### config.mk
export PLATFORM = sky130hd
export DESIGN_NAME = seq_detector_param
export DESIGN_NICKNAME = d
export VERILOG_FILES = /design/src/rtl/seq_detector_param.sv
export SDC_FILE = /design/constraint.sdc
export NUM_CORES = 1
export LEC_CHECK = 0
export CAP_MARGIN = 40
export CORE_MARGIN = 1
export CORE_UTILIZATION = 47
export CTS_CLUSTER_DIAMETER = 100
export DETAILED_ROUTE_END_ITERATION = 7
export GPL_ROUTABILITY_DRIVEN = 0
export PLACE_DENSITY_LB_ADDON = 0.05
export SLEW_MARGIN = 40
export SYNTH_ARGS = -nofsm -noshare
export SYNTH_HDL_FRONTEND = slang
export SYNTH_SLANG_ARGS = --single-unit
### constraint.sdc
create_clock -name clk -period 3.4 [get_ports clk]
set_input_delay 0.51 -clock clk [delete_from_list [all_inputs] [get_ports clk]]
set_output_delay 0.51 -clock clk [all_outputs]
set_load 0.05 [all_outputs]
### src/rtl/seq_detector_param.sv
// ---------------------------------------------------------------------------
// seq_detector_param
//   Serial pattern detector with a runtime-loadable pattern. Valid input bits
//   are shifted into a history register. A match is flagged when the history
//   holds PAT_W fresh bits equal to the pattern register. In overlapping mode,
//   consecutive matches may share bits. In non-overlapping mode, every match
//   needs PAT_W new bits.
//
//   Optional feature: define SEQDET_COUNT_EN to build the saturating match
//   counter. Without it, match_count is tied to 0 and no counter flops exist.
//
// Parameters
//   PAT_W        pattern length in bits (2..32)
//   PAT_INIT     pattern loaded at reset
//   CNT_W        match counter width
//
// Ports
//   clk          clock, rising edge
//   reset        asynchronous reset, active low
//   x            serial data bit
//   x_valid      qualifies x
//   overlap      1 = overlapping detection, 0 = non-overlapping
//   pattern      new pattern; the oldest bit is in the MSB
//   pattern_load load pattern; also flushes history and fill
//   clear        clear history, fill, z and match_count
//   z            registered match pulse, one cycle after the final bit
//   match_count  registered saturating count of matches
// ---------------------------------------------------------------------------
module seq_detector_param #(
   parameter int                 PAT_W    = 4,
   parameter logic [PAT_W-1:0]   PAT_INIT = 4'b0101,
   parameter int                 CNT_W    = 8
) (
   input  logic             clk,
   input  logic             reset,
   input  logic             x,
   input  logic             x_valid,
   input  logic             overlap,
   input  logic [PAT_W-1:0] pattern,
   input  logic             pattern_load,
   input  logic             clear,
   output logic             z,
   output logic [CNT_W-1:0] match_count
);

   localparam int               FILL_W    = $clog2(PAT_W + 1);
   localparam logic [FILL_W-1:0] FILL_FULL = FILL_W'(PAT_W);

   logic [PAT_W-1:0]  hist_q;
   logic [PAT_W-1:0]  pat_q;
   logic [FILL_W-1:0] fill_q;
   logic              z_q;

   logic [PAT_W-1:0]  hist_upd;
   logic [FILL_W-1:0] fill_inc;
   logic              match;
   logic              flush;

   // A clear or a pattern load takes priority over the data path. The x
   // presented on that edge is discarded.
   assign flush = clear | pattern_load;

   always_comb begin
      hist_upd = {hist_q[PAT_W-2:0], x};
      fill_inc = (fill_q == FILL_FULL) ? FILL_FULL : fill_q + FILL_W'(1);
      match    = x_valid && !flush && (fill_inc == FILL_FULL) && (hist_upd == pat_q);
   end

   always_ff @(posedge clk or negedge reset) begin
      if (!reset) begin
         hist_q <= '0;
         fill_q <= '0;
         z_q    <= 1'b0;
         pat_q  <= PAT_INIT;
      end else if (flush) begin
         hist_q <= '0;
         fill_q <= '0;
         z_q    <= 1'b0;
         if (pattern_load)
            pat_q <= pattern;
      end else if (x_valid) begin
         hist_q <= hist_upd;
         // In non-overlapping mode, restarting the fill forces PAT_W fresh
         // bits before the next match can occur.
         fill_q <= (match && !overlap) ? '0 : fill_inc;
         z_q    <= match;
      end else begin
         z_q    <= 1'b0;
      end
   end

   assign z = z_q;

`ifdef SEQDET_COUNT_EN
   logic [CNT_W-1:0] cnt_q;

   // The count clears only on clear or reset. A pattern load alone keeps it.
   always_ff @(posedge clk or negedge reset) begin
      if (!reset)
         cnt_q <= '0;
      else if (clear)
         cnt_q <= '0;
      else if (match && (cnt_q != '1))
         cnt_q <= cnt_q + CNT_W'(1);
   end

   assign match_count = cnt_q;
`else
   assign match_count = '0;
`endif

endmodule

==> results.ini, run 1 <==
[global_route]
grt_start_max_net_pins=12

[synth]
seq_area_frac_synth_pct=44.2
synth_dominant_cell_count=sky130_fd_sc_hd__dfrtp_1
synthFlopType=sky130_fd_sc_hd__dfrtp_1
fraction_of_synthesized_cell_area_taken_by_the_top_area_cell_type_pct=35.9
share_of_async_settable_or_async_resettable_flops_after_synthesis_pct=100
yosys-stat-area_um2=628
mux_share_pct=15.1

[final_layout]
regArea_um2=278
ff_count=11
largest_register_ffs=4
seq_area_share_pct=37.4
n_fill_cell=103
nonClkBufAreaFrac_pct=14.8
layout.cells.most_common_list=sky130_fd_sc_hd__clkdlybuf4s50_1, sky130_fd_sc_hd__dfrtp_1, sky130_fd_sc_hd__conb_1
area.combinational_um2=300
nNonClkBuffers=11

[sta]
tns_ns=0
clock_period_minus_final_worst_setup_slack_ns=1.88
hold_violations=0
finalHoldWorstSlack_ns=0.534
setup_viol_count_final=0

[job]
drv.max_cap_violation_count=0

[placed_design]
placement.io_buffers=11
dpl-instance-area_um2=717

[worst_setup_path]
worstPathRequired_ns=2.89
timing.critical_path.depth=1
worst_setup_path_end_kind=output port
r2r_slack_ns=1.94

[routing]
wl_per_cell_um=11.6
drt-met1-wl_um=421
dr_total_vias=419

[power_and_ir_drop]
dominant_power_group=sequential cells
design_internal_power_w=0.000206
sequentialPower_w=0.000143
power_switching_share_pct=28.1
share_comb_of_total_power_pct=19.6

[die]
die-height_um=38.6
floorplanUtilization_pct=53.6

[clocking]
cts_root_buffer=sky130_fd_sc_hd__clkbuf_4
htree_levels=1

[run_status]
outcome=finished clean

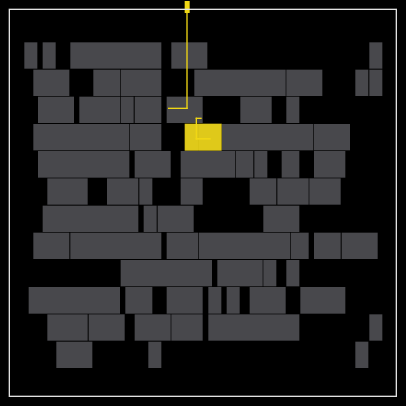
run_1/io_fan.png
(10 px per um)
yellow -> clear  # bits 1, direction input, end cells 2, buffers 1, wire 15.3 um

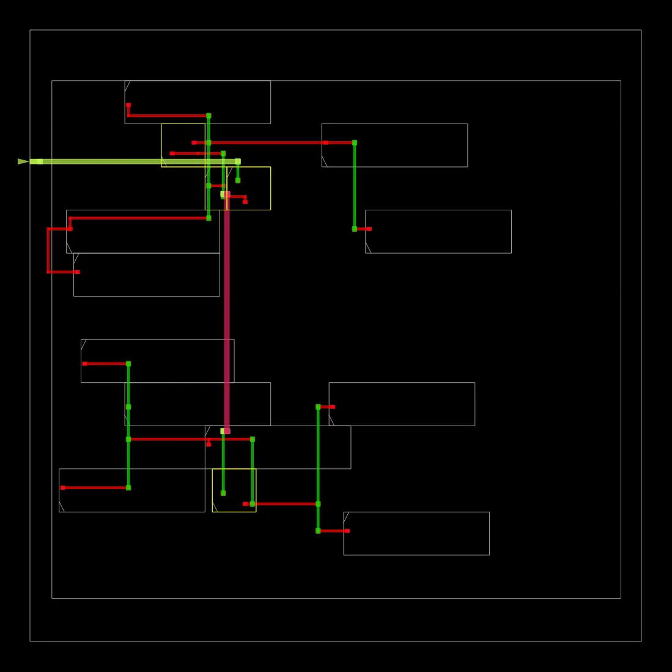
run_1/clocks.png
Power Clock: 0.0000869 W
count of clock-net buffers in the final layout: 4
worst clock skew: 0.00356 ns
Inserted Clock Buffers: 3
source-to-sink clock delay at the later pin of the worst-skew pair: 0.26 ns

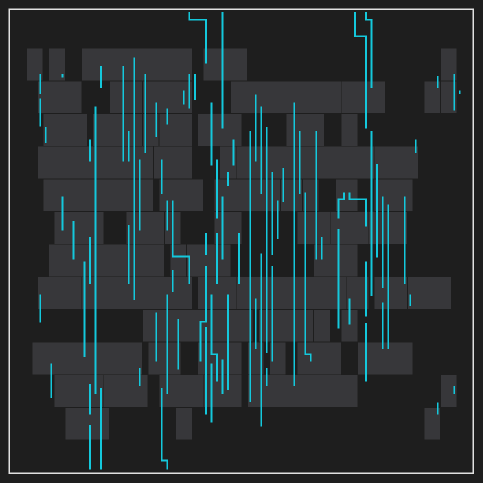
run_1/layer_met2.png
(12 px per um) Cells faint in the background.
share of all routed wire = 51%
longest straight run = 23.8 um

run_1/clk_routes.png
(12 px per um)
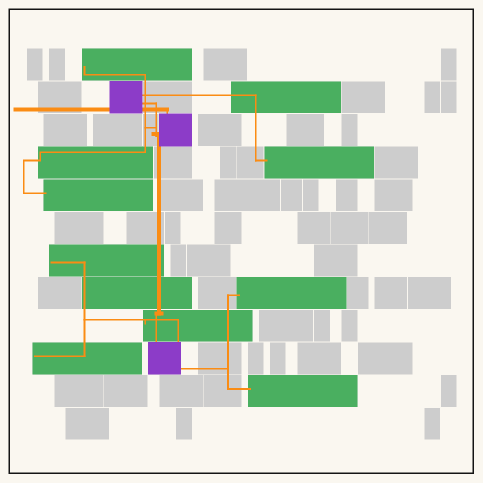

## Run 2: what changed since run 1
--- a/config.mk
+++ b/config.mk
@@ -7,7 +7,7 @@
 export LEC_CHECK = 0
 export CAP_MARGIN = 40
 export CORE_MARGIN = 1
-export CORE_UTILIZATION = 47
+export CORE_UTILIZATION = 44
 export CTS_CLUSTER_DIAMETER = 100
 export DETAILED_ROUTE_END_ITERATION = 7
 export GPL_ROUTABILITY_DRIVEN = 0
==> constraint.sdc (replaced) <==
create_clock -name clk -period 1.9 [get_ports clk]
set_input_delay 0.285 -clock clk [delete_from_list [all_inputs] [get_ports clk]]
set_output_delay 0.285 -clock clk [all_outputs]
set_load 0.05 [all_outputs]
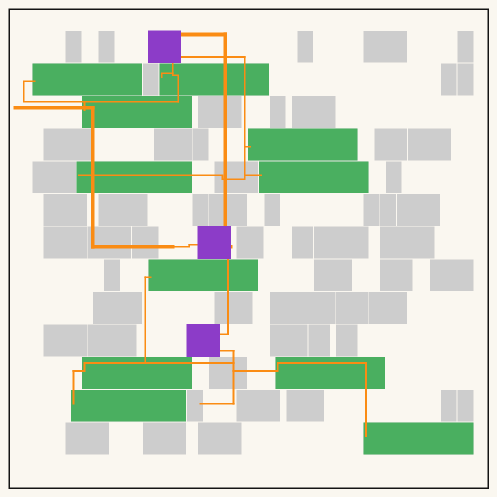
run_2/clk_routes.png
(12 px per um)
orange -> clock wires  # length 168 um
purple -> clock drivers  # count 3
green -> flip-flops  # count 11
routed clock nets = 4
source-to-sink clock delay at the later pin of the worst-skew pair: 0.27 ns
Power Clock: 0.000163 W
Clk pwr share: 31.4%
worst clock skew: 0.000177 ns

==> results.ini, run 2 <==
[run_status]
outcome=finished clean

[final_layout]
n_fill_cell=127
layout.cells.most_common_list=sky130_fd_sc_hd__clkdlybuf4s50_1, sky130_fd_sc_hd__dfrtp_1, sky130_fd_sc_hd__conb_1
nNonClkBuffers=12
seq_area_share_pct=36.9

[worst_setup_path]
worstPathRequired_ns=1.62
timing.critical_path.depth=1
r2r_slack_ns=0.38
worst_setup_path_end_kind=output port

[global_route]
grt_start_max_net_pins=12

[power_and_ir_drop]
power_switching_share_pct=29.1
design_internal_power_w=0.000369

[synth]
mux_share_pct=15.1
share_of_async_settable_or_async_resettable_flops_after_synthesis_pct=100
yosys-stat-area_um2=628

[sta]
clock_period_minus_final_worst_setup_slack_ns=1.70
hold_violations=0

[clocking]
htree_levels=1

[die]
floorplanUtilization_pct=47.7

[routing]
drt-met1-wl_um=481

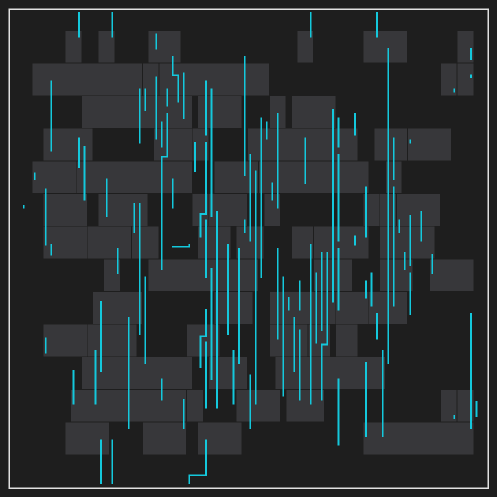
run_2/layer_met2.png
(12 px per um) Cells faint in the background.
total number of vias: 430
routed wire length: 1040 um

## Run 3: what changed since run 2
--- a/config.mk
+++ b/config.mk
@@ -9,6 +9,7 @@
 export CORE_MARGIN = 1
 export CORE_UTILIZATION = 44
 export CTS_CLUSTER_DIAMETER = 100
+export CTS_CLUSTER_SIZE = 8
 export DETAILED_ROUTE_END_ITERATION = 7
 export GPL_ROUTABILITY_DRIVEN = 0
 export PLACE_DENSITY_LB_ADDON = 0.05
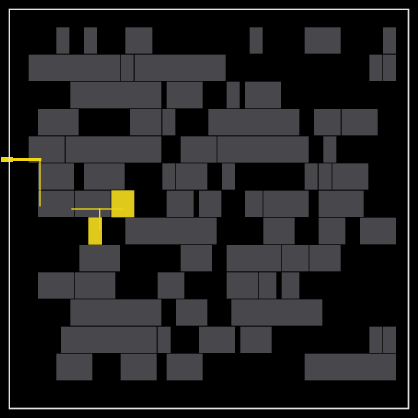
run_3/io_fan.png
(10 px per um)
yellow -> clear  # bits 1, direction input, end cells 2, buffers 1, wire 14.2 um
Buffers on Ports: 11
total I/O pin count: 20

==> results.ini, run 3 <==
[power_and_ir_drop]
share_comb_of_total_power_pct=19.5
power_switching_share_pct=29.1
design_internal_power_w=0.000369
dominant_power_group=sequential cells
pg_clk_w=0.000163
power_frac_clock_pct=31.4

[final_layout]
count_of_clock_net_buffers_in_the_final_layout=4
regArea_um2=278
nNonClkBuffers=12
nonClkBufAreaFrac_pct=15.6

[synth]
synth_dominant_cell_count=sky130_fd_sc_hd__dfrtp_1
fraction_of_synthesized_cell_area_taken_by_the_top_area_cell_type_pct=35.9
synthFlopType=sky130_fd_sc_hd__dfrtp_1
mux_share_pct=15.1
yosys-stat-area_um2=628

[die]
floorplanUtilization_pct=47.7

[global_route]
grt_start_max_net_pins=12

[clocking]
clkLatencyLatePin_ns=0.27
cts_root_buffer=sky130_fd_sc_hd__clkbuf_4

[worst_setup_path]
r2r_slack_ns=0.38

[run_status]
outcome=finished clean

[routing]
drt-met1-wl_um=481
dr_total_vias=430

[sta]
tns_ns=0
clock_period_minus_final_worst_setup_slack_ns=1.70

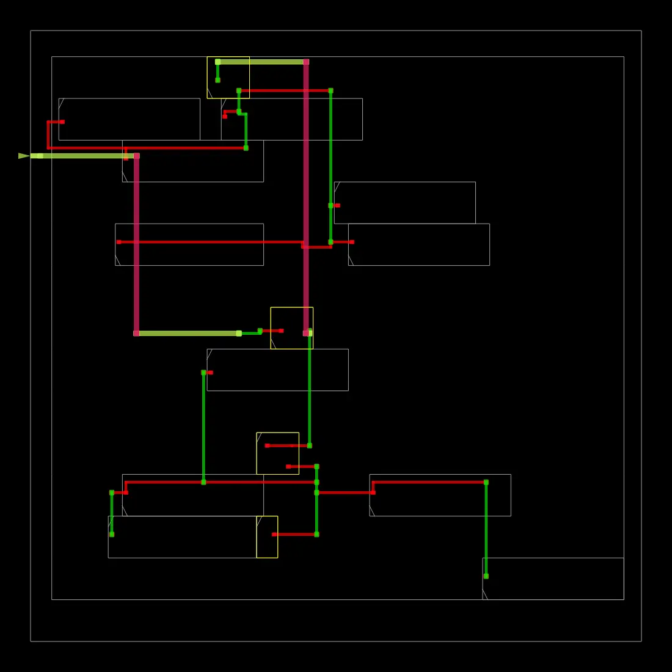
run_3/clocks.png
Seq Cell Count: 11
clock sinks: 11


==> notes/layouts.md <==
Pictures saved along the way, in no particular order.

Placement by cell class.
(10 px per um) Fill, decap, tap and diode cells in grey.
(a)
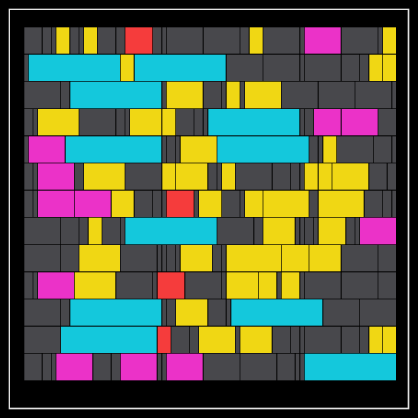
(b)
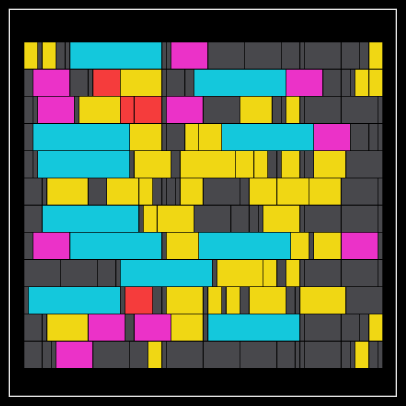
Run 1 is (b).
Run 2 is (a).

Key to (b):
red -> clock drivers and dummy loads  # cells 4, share of their area 3.6%
yellow -> combinational and other logic  # cells 44, share of their area 43%
cyan -> sequential cells  # cells 11, share of their area 38%
magenta -> remaining buffers and delay cells  # cells 11, share of their area 15%

Power and IR drop assume default switching activity.
